$ cat config.mk
export PLATFORM = sky130hd
export DESIGN_NAME = matvec_stream_port_flat
export DESIGN_NICKNAME = d
export VERILOG_FILES = /design/src/rtl/matvec_pkg.sv /design/src/rtl/matvec_stream_port_if.sv /design/src/rtl/matvec_stream_port_matrix_multiplier.sv /design/src/rtl/matvec_stream_port.sv /design/src/flat_wrapper.sv
export SDC_FILE = /design/constraint.sdc
export NUM_CORES = 1
export LEC_CHECK = 0
export CAP_MARGIN = 10
export CELL_PAD_IN_SITES_DETAIL_PLACEMENT = 0
export CELL_PAD_IN_SITES_GLOBAL_PLACEMENT = 1
export CORE_MARGIN = 2
export CORE_UTILIZATION = 45
export DETAILED_ROUTE_END_ITERATION = 16
export HOLD_SLACK_MARGIN = 0.05
export PLACE_DENSITY = 0.85
export SYNTH_ARGS = -nofsm -noshare
export SYNTH_HDL_FRONTEND = slang
export SYNTH_SLANG_ARGS = --single-unit
$ cat constraint.sdc
create_clock -name clk -period 5.3 [get_ports clk]
set_input_delay 1.06 -clock clk [delete_from_list [all_inputs] [get_ports clk]]
set_output_delay 1.06 -clock clk [all_outputs]
set_load 0.1 [all_outputs]
$ cat src/rtl/matvec_pkg.sv
`default_nettype none
// ============================================================================
// Module   : matvec_pkg
// Purpose  : Shared sizes, coefficient matrix and FSM state types for the
//            matrix-vector stream port.
// Revision : 1.0
// ============================================================================
package matvec_pkg;

    localparam int ROWS  = 3;
    localparam int COLS  = 3;
    localparam int IN_W  = 4;
    localparam int OUT_W = 23;
    localparam int CNT_W = 2;

    // Matrix the constant-coefficient core is generated from.
    localparam logic signed [15:0] COEF [ROWS][COLS] = '{
        '{ 16'sd3,     -16'sd5,   16'sd7    },
        '{ -16'sd1200,  16'sd250, 16'sh8000 },
        '{ 16'sd0,      16'sd100, -16'sd2   }
    };

    typedef logic [COLS-1:0][IN_W-1:0]  xvec_t;
    typedef logic [ROWS-1:0][OUT_W-1:0] yvec_t;

    typedef enum logic [0:0] {FILL = 1'b0, FULL = 1'b1} in_state_e;
    typedef enum logic [0:0] {IDLE = 1'b0, SEND = 1'b1} out_state_e;

endpackage
`default_nettype wire

$ cat src/rtl/matvec_stream_port_if.sv
`default_nettype none
// ============================================================================
// Module   : matvec_stream_port_if
// Purpose  : Input element stream and output result stream of the
//            matrix-vector port, plus its frame-error pulse.
// Revision : 1.0
// ============================================================================
interface matvec_stream_port_if;
    import matvec_pkg::*;

    logic             in_valid;
    logic             in_ready;
    logic [IN_W-1:0]  in_data;
    logic             in_last;
    logic             out_valid;
    logic             out_ready;
    logic [OUT_W-1:0] out_data;
    logic [CNT_W-1:0] out_idx;
    logic             out_last;
    logic             frame_err;

    modport master (
        output in_valid, in_data, in_last, out_ready,
        input  in_ready, out_valid, out_data, out_idx, out_last, frame_err
    );

    modport slave (
        input  in_valid, in_data, in_last, out_ready,
        output in_ready, out_valid, out_data, out_idx, out_last, frame_err
    );

endinterface
`default_nettype wire

$ cat src/rtl/matvec_stream_port_matrix_multiplier.sv
`default_nettype none
// ============================================================================
// Module   : matrix_multiplier
// Purpose  : Combinational constant-coefficient core, y = COEF * x with
//            unsigned x and two's-complement y.
// Revision : 1.0
// ============================================================================
module matrix_multiplier
    import matvec_pkg::*;
(
    input  xvec_t i_x,
    output yvec_t o_y
);

    for (genvar r = 0; r < ROWS; r++) begin : g_row
        logic signed [OUT_W-1:0] w_acc;

        always_comb begin
            w_acc = '0;
            for (int c = 0; c < COLS; c++) begin
                // Zero-extend the element so it stays non-negative once signed.
                w_acc = w_acc + OUT_W'($signed({1'b0, i_x[c]})) * OUT_W'(COEF[r][c]);
            end
        end

        assign o_y[r] = w_acc;
    end

endmodule
`default_nettype wire

$ cat src/rtl/matvec_stream_port.sv
`default_nettype none
// ============================================================================
// Module   : matvec_stream_port
// Purpose  : Deserialises COLS input elements into the core, registers the
//            ROWS results and serialises them out under valid/ready.
// Revision : 1.0
// ============================================================================
module matvec_stream_port
    import matvec_pkg::*;
(
    input  logic               clk,
    input  logic               rst,
    matvec_stream_port_if.slave bus
);

    localparam logic [CNT_W-1:0] c_col_last = CNT_W'(COLS - 1);
    localparam logic [CNT_W-1:0] c_row_last = CNT_W'(ROWS - 1);

    in_state_e        r_in_state,  w_in_state_nxt;
    out_state_e       r_out_state, w_out_state_nxt;
    logic [CNT_W-1:0] r_col_cnt,   w_col_cnt_nxt;
    logic [CNT_W-1:0] r_row_cnt,   w_row_cnt_nxt;
    logic             r_frame_err, w_frame_err_nxt;
    xvec_t            r_xbuf;
    yvec_t            r_ybuf;
    yvec_t            w_ybuf_d;

    logic w_in_ready;
    logic w_in_fire;
    logic w_sending;
    logic w_last_beat;
    logic w_load;

    matrix_multiplier u_core (
        .i_x (r_xbuf),
        .o_y (w_ybuf_d)
    );

    assign w_in_ready  = (r_in_state == FILL);
    assign w_in_fire   = bus.in_valid & w_in_ready;
    assign w_sending   = (r_out_state == SEND);
    assign w_last_beat = w_sending & (r_row_cnt == c_row_last) & bus.out_ready;
    // A full vector loads as soon as the result register is free or freeing.
    assign w_load      = (r_in_state == FULL) & ((r_out_state == IDLE) | w_last_beat);

    always_comb begin
        w_in_state_nxt  = r_in_state;
        w_col_cnt_nxt   = r_col_cnt;
        w_frame_err_nxt = 1'b0;
        case (r_in_state)
            FILL: begin
                if (w_in_fire) begin
                    if (r_col_cnt == c_col_last) begin
                        w_col_cnt_nxt = '0;
                        if (bus.in_last) begin
                            w_in_state_nxt = FULL;
                        end else begin
                            w_frame_err_nxt = 1'b1;
                        end
                    end else if (bus.in_last) begin
                        w_col_cnt_nxt   = '0;
                        w_frame_err_nxt = 1'b1;
                    end else begin
                        w_col_cnt_nxt = r_col_cnt + 1'b1;
                    end
                end
            end
            FULL: begin
                if (w_load) begin
                    w_in_state_nxt = FILL;
                end
            end
            default: w_in_state_nxt = FILL;
        endcase
    end

    always_comb begin
        w_out_state_nxt = r_out_state;
        w_row_cnt_nxt   = r_row_cnt;
        case (r_out_state)
            IDLE: begin
                if (w_load) begin
                    w_out_state_nxt = SEND;
                    w_row_cnt_nxt   = '0;
                end
            end
            SEND: begin
                if (bus.out_ready) begin
                    if (r_row_cnt == c_row_last) begin
                        w_row_cnt_nxt   = '0;
                        w_out_state_nxt = w_load ? SEND : IDLE;
                    end else begin
                        w_row_cnt_nxt = r_row_cnt + 1'b1;
                    end
                end
            end
            default: w_out_state_nxt = IDLE;
        endcase
    end

    always_ff @(posedge clk) begin
        if (rst) begin
            r_in_state  <= FILL;
            r_out_state <= IDLE;
            r_col_cnt   <= '0;
            r_row_cnt   <= '0;
            r_frame_err <= 1'b0;
            r_xbuf      <= '0;
            r_ybuf      <= '0;
        end else begin
            r_in_state  <= w_in_state_nxt;
            r_out_state <= w_out_state_nxt;
            r_col_cnt   <= w_col_cnt_nxt;
            r_row_cnt   <= w_row_cnt_nxt;
            r_frame_err <= w_frame_err_nxt;
            if (w_in_fire) begin
                r_xbuf[r_col_cnt] <= bus.in_data;
            end
            if (w_load) begin
                r_ybuf <= w_ybuf_d;
            end
        end
    end

    assign bus.in_ready  = w_in_ready;
    assign bus.out_valid = w_sending;
    assign bus.out_data  = w_sending ? r_ybuf[r_row_cnt] : '0;
    assign bus.out_idx   = r_row_cnt;
    assign bus.out_last  = w_sending & (r_row_cnt == c_row_last);
    assign bus.frame_err = r_frame_err;

endmodule
`default_nettype wire

$ cat src/flat_wrapper.sv
// flat-port wrapper written by rule: the top's interface ports become plain ports
module matvec_stream_port_flat import matvec_pkg::*;
  (clk, rst, bus_in_valid, bus_in_data, bus_in_last, bus_out_ready, bus_in_ready, bus_out_valid, bus_out_data, bus_out_idx, bus_out_last, bus_frame_err);
  matvec_stream_port_if bus_i ();
  input  logic clk;
  input  logic rst;
  input wire logic [$bits(bus_i.in_valid)-1:0] bus_in_valid;
  input wire logic [$bits(bus_i.in_data)-1:0] bus_in_data;
  input wire logic [$bits(bus_i.in_last)-1:0] bus_in_last;
  input wire logic [$bits(bus_i.out_ready)-1:0] bus_out_ready;
  output wire logic [$bits(bus_i.in_ready)-1:0] bus_in_ready;
  output wire logic [$bits(bus_i.out_valid)-1:0] bus_out_valid;
  output wire logic [$bits(bus_i.out_data)-1:0] bus_out_data;
  output wire logic [$bits(bus_i.out_idx)-1:0] bus_out_idx;
  output wire logic [$bits(bus_i.out_last)-1:0] bus_out_last;
  output wire logic [$bits(bus_i.frame_err)-1:0] bus_frame_err;
  assign bus_i.in_valid = bus_in_valid;
  assign bus_i.in_data = bus_in_data;
  assign bus_i.in_last = bus_in_last;
  assign bus_i.out_ready = bus_out_ready;
  assign bus_in_ready = bus_i.in_ready;
  assign bus_out_valid = bus_i.out_valid;
  assign bus_out_data = bus_i.out_data;
  assign bus_out_idx = bus_i.out_idx;
  assign bus_out_last = bus_i.out_last;
  assign bus_frame_err = bus_i.frame_err;
  matvec_stream_port u_core (.clk(clk), .rst(rst), .bus(bus_i));
endmodule
==> qor.csv, run 1 <==
metric;value;unit
fillers;1557;
p_comb_frac;0.243;
powerDensity;205.2;nW/um^2
maxPowerGroup;registers;
synth_top_cell_by_count;a21oi_1;
post_cts_buffers;0;
slew_violations;0;
area_leaders;dfxtp_1 (23%), ha_1 (17%), fa_1 (8.3%);
finalSetupViolations;0;
log.warning_count;45;
first_global_vias;5632;
fin_nets;1043;
diodes;0;
fp_util;0.4584;
setup.worst_path.start_class;register;
die-area;17160;um^2
status;completed;
overflow;0;
leakage;3.681;nW
clk_pin_slew;0.07;ns
max_slew.worst_pin.slew;0.9820;ns
m1WireLength;8681;um
cts_resized;0;
placed_area;7829;um^2
end_kind;register;
cts-root-buf;clkbuf_16;
cp.arrival;5.33;ns
synthTopCellsByCount;a21oi_1 (102), ha_1 (99), nor2_1 (87);
slew-limit-headroom;0.3433;
synth_area_per_cell;8.264;um^2
cts.path.max_buffers;2;
h-tree-depth;3;
regArea;1683;um^2
die_y;131.0;um
synth_flops;84;
comb-power;0.405;mW
dp_hpwl;13380;um
antenna_left;0;
route.met3.wl;425;um
fin_crit_sh;0.9524;
critPathMaxFanout;5;
[run 1: cells by family (layout without fill, tap and decap cells)]
group	Yosys count	after routing	share of synthesized area
AOI/OAI and AO/OA	211	211	0.1911
xor gates and xnor gates	50	50	0.06449
adders and majority gates	130	130	0.2549
buffers and inverters	119	151	0.06294
DFF	84	84	0.2318
muxes	22	22	0.03052
and+or+nand+nor	262	262	0.1643
[run 1: sequential cells by signal, summed over array words and instances (netlist names)]
| signal | flops |
|---|---|
| u_core.bus.out_valid | 1 |
| u_core.r_xbuf | 12 |
| u_core.bus.out_idx | 2 |
| u_core.r_in_state | 1 |
| u_core.bus.frame_err | 1 |
| u_core.r_ybuf | 65 |
| u_core.r_col_cnt | 2 |
[run 1: path summary, 6_finish.rpt]
path                                                      from                             end  slack [ns]  cells past startpoint
worst max register to register   u_core.r_xbuf[1]$_SDFFE_PP0P_  u_core.r_ybuf[19]$_SDFFE_PP0P_        0.25                     19
worst min-delay path            u_core.r_ybuf[51]$_SDFFE_PP0P_  u_core.r_ybuf[51]$_SDFFE_PP0P_        0.45                      2
worst max-delay path             u_core.r_xbuf[1]$_SDFFE_PP0P_  u_core.r_ybuf[19]$_SDFFE_PP0P_        0.25                     19
worst min register to register  u_core.r_ybuf[51]$_SDFFE_PP0P_  u_core.r_ybuf[51]$_SDFFE_PP0P_        0.45                      2
[run 1: final cells by class]
type                       instances  share of cell area
sequential                        84              0.2067
inverter                          82             0.03781
timing repair buffer              53             0.05318
clock buffer                      11             0.03105
multi-input combinational        675              0.6326
clock inverter                     5            0.005380
tap                              216             0.03320
[run 1: metrics by stage]
step           instances  power [mW]  utilization  hold slack, ns
6_report            1126       1.671       0.5143          0.4538
3_3_place_gp        1110       1.052       0.4946          0.4381
4_1_cts             1126       1.682       0.5134          0.4554
2_1_floorplan        878      0.9650            -          0.4225
3_5_place_dp        1110       1.054       0.4946          0.4471
5_1_grt             1126       1.760       0.5143          0.4756
[run 1: placed cells by master (no fill, tap or decap), types with 5 or more instances in the layout]
master | synthesis | layout
a211oi_1 | 11 | 11
a21o_1 | 22 | 22
a21oi_1 | 102 | 101
a31oi_1 | 5 | 5
and3_1 | 6 | 6
buf_4 | 0 | 37
clkbuf_16 | 0 | 9
clkdlybuf4s50_1 | 0 | 15
dfxtp_1 | 84 | 83
fa_1 | 30 | 30
ha_1 | 99 | 98
inv_1 | 78 | 78
mux2i_1 | 21 | 21
nand2_1 | 85 | 85
nand3_1 | 25 | 25
nor2_1 | 87 | 87
nor2b_1 | 9 | 9
nor3_1 | 16 | 16
o211ai_1 | 7 | 7
o21a_1 | 7 | 7
o21ai_0 | 16 | 16
o21bai_1 | 9 | 9
xnor2_1 | 37 | 37
xor2_1 | 10 | 10
[run 1: worst max-delay path, cell delays in order (launching register included)]
cell,delay (ns)
dfxtp_1,0.34
ha_1,0.22
fa_1,0.40
xor2_1,0.23
fa_1,0.46
ha_1,0.32
inv_1,0.07
fa_1,0.59
inv_1,0.06
ha_1,0.28
a21o_1,0.17
a21o_1,0.19
xor2_1,0.14
ha_1,0.31
or2_2,0.29
a21oi_1,0.14
a21oi_1,0.09
a21bo_2,0.28
a21oi_4,0.23
o21a_1,0.16
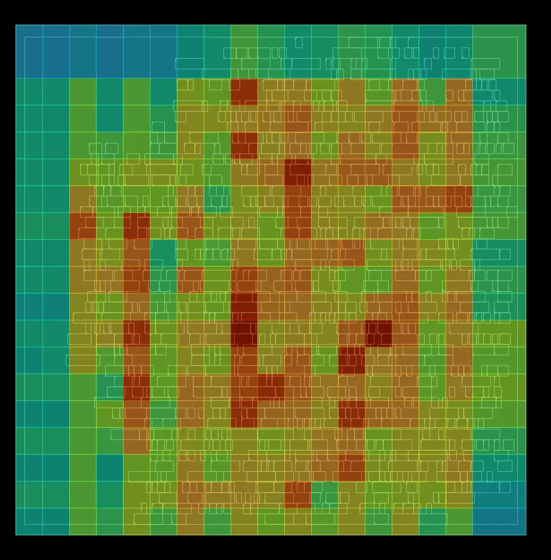
Fig. 1. Routing congestion map (run 1).
GR Layer Usage met2: 0.3517
met3 Usage GRT: 0.02647
GR Util All Layers: 0.2132
GRT met1 Usage: 0.2948
Layout Utilization: 0.5143

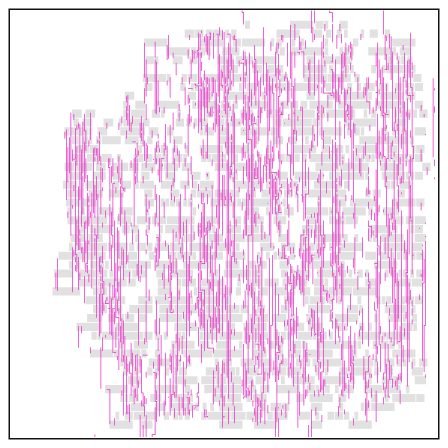
Fig. 2. Signal wires on met2 (run 1).
- share of all routed wire: 46%
- nets with wire on the layer: 805
- main direction: vertical
Routed WL: 17390 um
via count: 5961

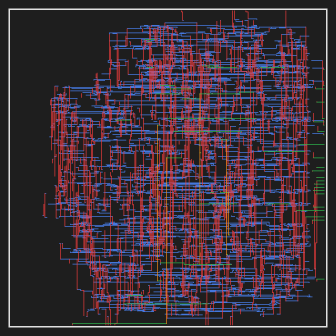
Fig. 3. Wiring by layer (run 1).
- orange: M4 (wire length 269 um)
- red: M2 (wire length 8010 um)
- blue: M1 (wire length 8680 um)
- green: M3 (wire length 425 um)
drt wl/cell: 15.44 um

==> run 2, diff against run 1 <==
PLACE_DENSITY = 0.83   (was 0.85)
SYNTH_HIERARCHICAL = 1   (was unset)
TNS_END_PERCENT = 50   (was unset)
==> qor.csv, run 2 <==
metric;value;unit
status;completed;
critical_path_buf_inv_count;3;
whs_path_depth;2;
largestRegisters;u_core/r_ybuf x69, u_core/r_xbuf x12;
crit_top_cell;ha_1;
clkSinkCount;88;
drt-total-wl;17780;um
synth_flops;88;
largest_reg_flops;69;
end_kind;register;
vias;6005;
drtPass1Iterations;4;
cts-root-buf;clkbuf_16;
leakage;4.110;nW
die-area;19820;um^2
slew_violations;0;
die_y;140.8;um
log.warning_count;48;
fmax;0.1934;GHz
cts.path.max_buffers;2;
slew-limit-headroom;0.3560;
synthTopCellsByCount;nand2b_1 (140), mux2i_1 (106), ha_1 (101);
cp_slowest_stage_delay;0.35;ns
synth_area_per_cell;9.272;um^2
synth_top_cell_by_count;nand2b_1;
max_slew.worst_pin.slew;0.9630;ns
reg2reg_depth;28;
wl_per_cell;14.98;um
fin_nets;1093;
finalSetupViolations;0;
first_global_vias;5834;
largest-register;u_core/r_ybuf;
hold_ws;0.4741;ns
fp_util;0.4547;
fillers;1736;
grt_use_total;0.1840;
dp_hpwl;13320;um
diodes;0;
overflow;0;
cp.depth;28;
setup.worst_path.start_class;register;
antenna_left;0;
cp_slowest_cell;fa_2;
area_leaders;dfxtp_1 (21%), ha_1 (15%), mux2i_1 (13%);
run 2: cell count changes after synthesis, moves of 18 or more:
cell      delta
nand2_1     -48
a21oi_1     -71
nand2b_1   +137
mux2i_1     +85
nand3_1     -24
nor2_1      -57
buf_4       +18
or2_2       +20
run 2: per-layer routing:
metal  up-vias  part of all wire  GRT usage
li1       3087                 -          -
met1      2836              0.50     0.2571
met2        65              0.46     0.2983
met3        17             0.031    0.03397
met4         0             0.013    0.03895
met5         -                 0          0
run 2: worst paths after layout:
check             slack [ns]                      startpoint                        endpoint
setup / recovery        0.13   u_core/r_xbuf[7]$_SDFFE_PP0P_  u_core/r_ybuf[45]$_SDFFE_PP0P_
hold reg to reg         0.47  u_core/r_ybuf[49]$_SDFFE_PP0P_  u_core/r_ybuf[49]$_SDFFE_PP0P_
hold / removal          0.47  u_core/r_ybuf[49]$_SDFFE_PP0P_  u_core/r_ybuf[49]$_SDFFE_PP0P_
setup reg to reg        0.13   u_core/r_xbuf[7]$_SDFFE_PP0P_  u_core/r_ybuf[45]$_SDFFE_PP0P_
run 2: what timing repair did:
action,4_1_cts,5_1_grt
pin swaps,1,23
gates resized,3,18
buffers inserted,0,4
setup endpoints to repair,2,4
run 2: cells by family (layout without fill, tap and decap cells):
logic type | Yosys count | count (layout) | share of synthesized area
simple gates | 257 | 257 | 0.1743
buf+inv | 137 | 181 | 0.08916
fa+ha+maj | 136 | 136 | 0.2333
compound gates | 132 | 132 | 0.1126
mux | 106 | 106 | 0.1260
flops | 88 | 88 | 0.2092
xor+xnor | 51 | 51 | 0.05484
other cells | 1 | 2 | 0.0004454
run 2: worst reg2reg max path, delay by kind of cell, from the launching register on:
kind,cells,cell delay (ns)
xor gates and xnor gates,4,0.63
buffers and inverters,3,0.31
and+or+nand+nor,7,0.82
DFF,1,0.33
muxes,1,0.12
AOI/OAI and AO/OA,7,1.15
adders and majority gates,6,1.75
run 2: report_power, final:
part | total, mW | internal [mW] | switching (mW)
sequential | 0.671 | 0.667 | 0.00479
combinational | 0.568 | 0.259 | 0.309
clock | 0.728 | 0.434 | 0.294
total | 1.97 | 1.36 | 0.608
run 2: final cells by class:
class                           instances  area, um^2  share of cell area
Clock buffer                           10       239.0             0.02543
Inverter                               80       300.3             0.03195
Clock inverter                          6       102.6             0.01092
Multi-Input combinational cell        684        6002              0.6387
Sequential cell                        88        1764              0.1877
Tap cell                              234       292.8             0.03115
Timing Repair Buffer                   85       696.9             0.07416
run 2: through the flow:
step                      area, um^2  setup slack [ns]  cells
after detailed placement        8945          -0.06378   1167
after global routing            9398           -0.2070   1187
after global placement          8945           0.02069   1167
after floorplan                 8439          0.008949    909
final                           9398            0.1303   1187
after CTS                       9298          0.007728   1183
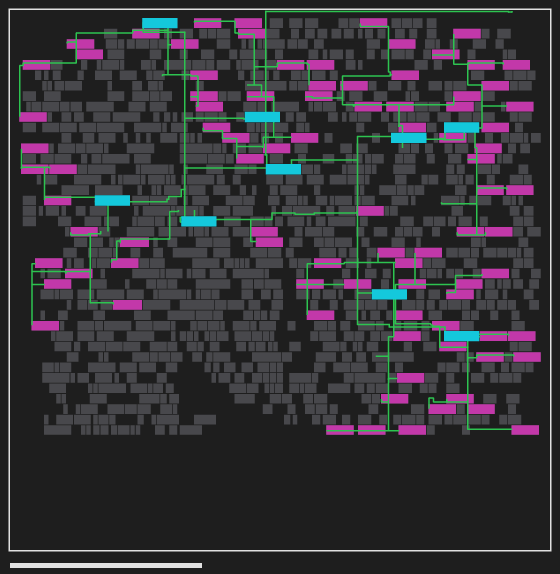
Fig. 4. Clock wires, drivers and flops (run 2).
Scale bar: 50 um.
- magenta: flip-flops (count 88)
- cyan: clock-net drivers (count 9)
- green: clock wires (length 1280 um)
- routed clock nets: 10
clock skew: 0.007438 ns
clk_lat worst skew: 0.36 ns

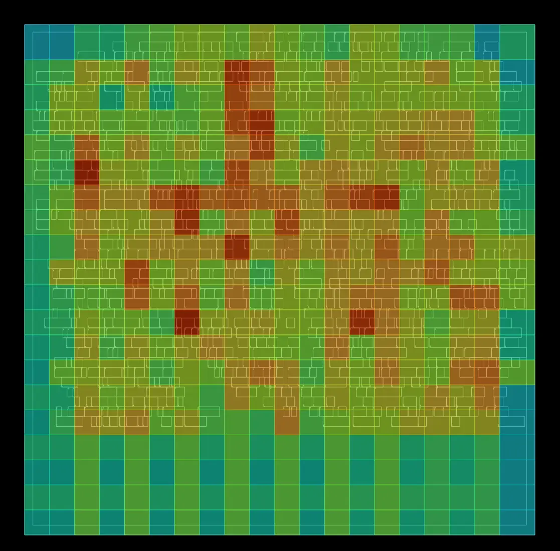
Fig. 5. Routing congestion map (run 2).
Layout Utilization: 0.5075
GR peak layer: met2

==> run 3, diff against run 2 <==
SLEW_MARGIN = 0   (was unset)
TNS_END_PERCENT = unset   (was 50)
==> qor.csv, run 3 <==
metric;value;unit
final_hold_viol_count;0;
drt_iter0_drc;316;
regArea;1764;um^2
logic_area;6002;um^2
clk_pin_slew;0.07;ns
drc;0;
cts_tree;yes;
fin_util;0.5075;
log.warning_count;48;
drive_above_1_share;0.1532;
ys_cells;908;
fmax;0.1934;GHz
antenna_found_initial;0;
ys_types;59;
first_global_vias;5834;
dp_hpwl;13320;um
critPathMaxFanout;9;
largest-register;u_core/r_ybuf;
wl_per_cell;14.98;um
synthTopCellsByCount;nand2b_1 (140), mux2i_1 (106), ha_1 (101);
die_w;140.8;um
whs_path_depth;2;
max_slew.worst_pin.slew;0.9630;ns
diodes;0;
synth_area_per_cell;9.272;um^2
fin_crit_sh;0.9754;
synthToLayoutAreaGrowth;11.62;%
peakVddDrop;0.1464;mV
layout_top_cell;nand2b_1;
place_ws;-0.06378;ns
fin_nets;1093;
cts.path.max_buffers;2;
place_inst;1167;
finalCriticalPeriod;5.170;ns
lay_top_cells;nand2b_1 (140), mux2i_1 (106), ha_1 (95), dfxtp_1 (86), inv_1 (76);
fillers;1736;
clkSinkCount;88;
grt_max_degree;80;
status;completed;
rsz0062_at_grt;true;
enable_flop_cells;0;
overflow;0;
synthFlopType;dfxtp_1;
grt_pass1_wl;29420;um
rows;50;
worstSetupPathType;reg2reg;
syn-instance-count;908;
crit_top_cell;ha_1;
slew-limit-headroom;0.3560;
crit_start;u_core/r_xbuf[7]$_SDFFE_PP0P_;
cts_buffers;9;
synth.top_cell.area_share;0.2092;
synth_flops;88;
cp_slowest_cell;fa_2;
slew_violations;0;
synth_top_cell_by_count;nand2b_1;
finalSetupViolations;0;
fp_util;0.4547;
cts-root-buf;clkbuf_16;
min_path_type;reg2reg;
area_leaders;dfxtp_1 (21%), ha_1 (15%), mux2i_1 (13%);
end_kind;register;
ys_warn_count;6;
clk_latency;0.36;ns
drtPass1Iterations;4;
powerDensity;209.3;nW/um^2
final_cells;1187;
final_critical_path_setup_slack;0.1303;ns
reg2reg_depth;28;
skew;0.007438;ns
die-area;19820;um^2
crit_required;5.59;ns
coreArea;18520;um^2
h-tree-depth;3;
yosysTopAreaCell;dfxtp_1;
cp.arrival;5.46;ns
die_y;140.8;um
rr_startpoint;u_core/r_xbuf[7]$_SDFFE_PP0P_;
setup.worst_path.start_class;register;
io_pins;38;
cp_slowest_stage_delay;0.35;ns
syn_area;8419;um^2
leakage;4.110;nW
largest_reg_flops;69;
largestRegisters;u_core/r_ybuf x69, u_core/r_xbuf x12;
postSynthSeqShare;0.2092;
antenna_left;0;
min_from;u_core/r_ybuf[49]$_SDFFE_PP0P_;
[run 3: cell families after synthesis]
kind of cell,synth area share
compound gates,0.1126
xor+xnor,0.05484
fa+ha+maj,0.2333
buf+inv,0.08916
flops,0.2092
mux,0.1260
other cells,0.0004454
simple gates,0.1743
[run 3: critical path: cells and delay by family (launching register included)]
family                   cells  cell delay, ns
AND-OR/OR-AND                7            1.15
XOR/XNOR                     4            0.63
flip-flops                   1            0.33
AND/OR/NAND/NOR              7            0.82
multiplexers                 1            0.12
buffers and inverters        3            0.31
adder cells (fa/ha/maj)      6            1.74
[run 3: layer usage]
layer | share of wire | GRT usage
met1 | 0.50 | 0.2571
met2 | 0.46 | 0.2983
met3 | 0.031 | 0.03397
met4 | 0.013 | 0.03895
met5 | 0 | 0
[run 3: path summary, 6_finish.rpt]
kind,end,slack (ns)
max reg2reg,u_core/r_ybuf[45]$_SDFFE_PP0P_,0.13
min,u_core/r_ybuf[49]$_SDFFE_PP0P_,0.47
min reg2reg,u_core/r_ybuf[49]$_SDFFE_PP0P_,0.47
max,u_core/r_ybuf[45]$_SDFFE_PP0P_,0.13
[run 3: timing repair]
item	in CTS	in global routing
pin swaps	1	23
gates resized	3	18
buffers inserted	0	4
endpoints found under the setup margin	2	4
[run 3: final cells by class]
type / count / area share
sequential: 88 / 0.1877
tap: 234 / 0.03115
clock buffer: 10 / 0.02543
timing repair buffer: 85 / 0.07416
clock inverter: 6 / 0.01092
multi-input combinational: 684 / 0.6387
inverter: 80 / 0.03195
[run 3: per-stage QoR]
| step | hold WS [ns] | cell area [um^2] | setup TNS (ns) | total power [mW] |
|---|---|---|---|---|
| 3_5_place_dp | 0.4607 | 8945 | -0.06892 | 1.232 |
| 3_3_place_gp | 0.4574 | 8945 | 0 | 1.228 |
| 6_report | 0.4741 | 9398 | 0 | 1.967 |
| 4_1_cts | 0.4766 | 9298 | 0 | 1.969 |
| 2_1_floorplan | 0.4480 | 8439 | 0 | 1.102 |
| 5_1_grt | 0.4905 | 9398 | -0.2969 | 2.074 |
[run 3: power breakdown]
| group | switching, mW | internal (mW) | total [mW] |
|---|---|---|---|
| Sequential | 0.00479 | 0.667 | 0.671 |
| Combinational | 0.309 | 0.259 | 0.568 |
| Clock | 0.294 | 0.434 | 0.728 |
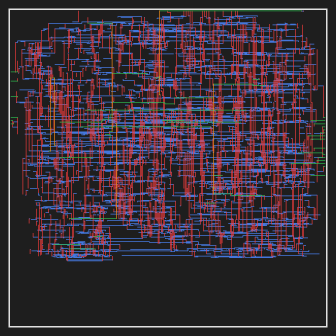
Fig. 6. Wiring by layer (run 3).
- green: M3 (wire length 554 um)
- red: M2 (wire length 8120 um)
- orange: M4 (wire length 239 um)
- blue: M1 (wire length 8880 um)
GR Util All Layers: 0.1840
Routed WL: 17780 um

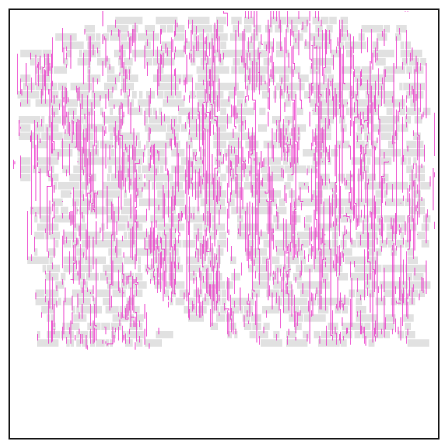
Fig. 7. Signal wires on met2 (run 3).
- longest straight run: 54.9 um
- main direction: vertical
GR Layer Usage met2: 0.2983
via count: 6005

Power figures rest on the tool's default switching activity, not on a simulated workload.
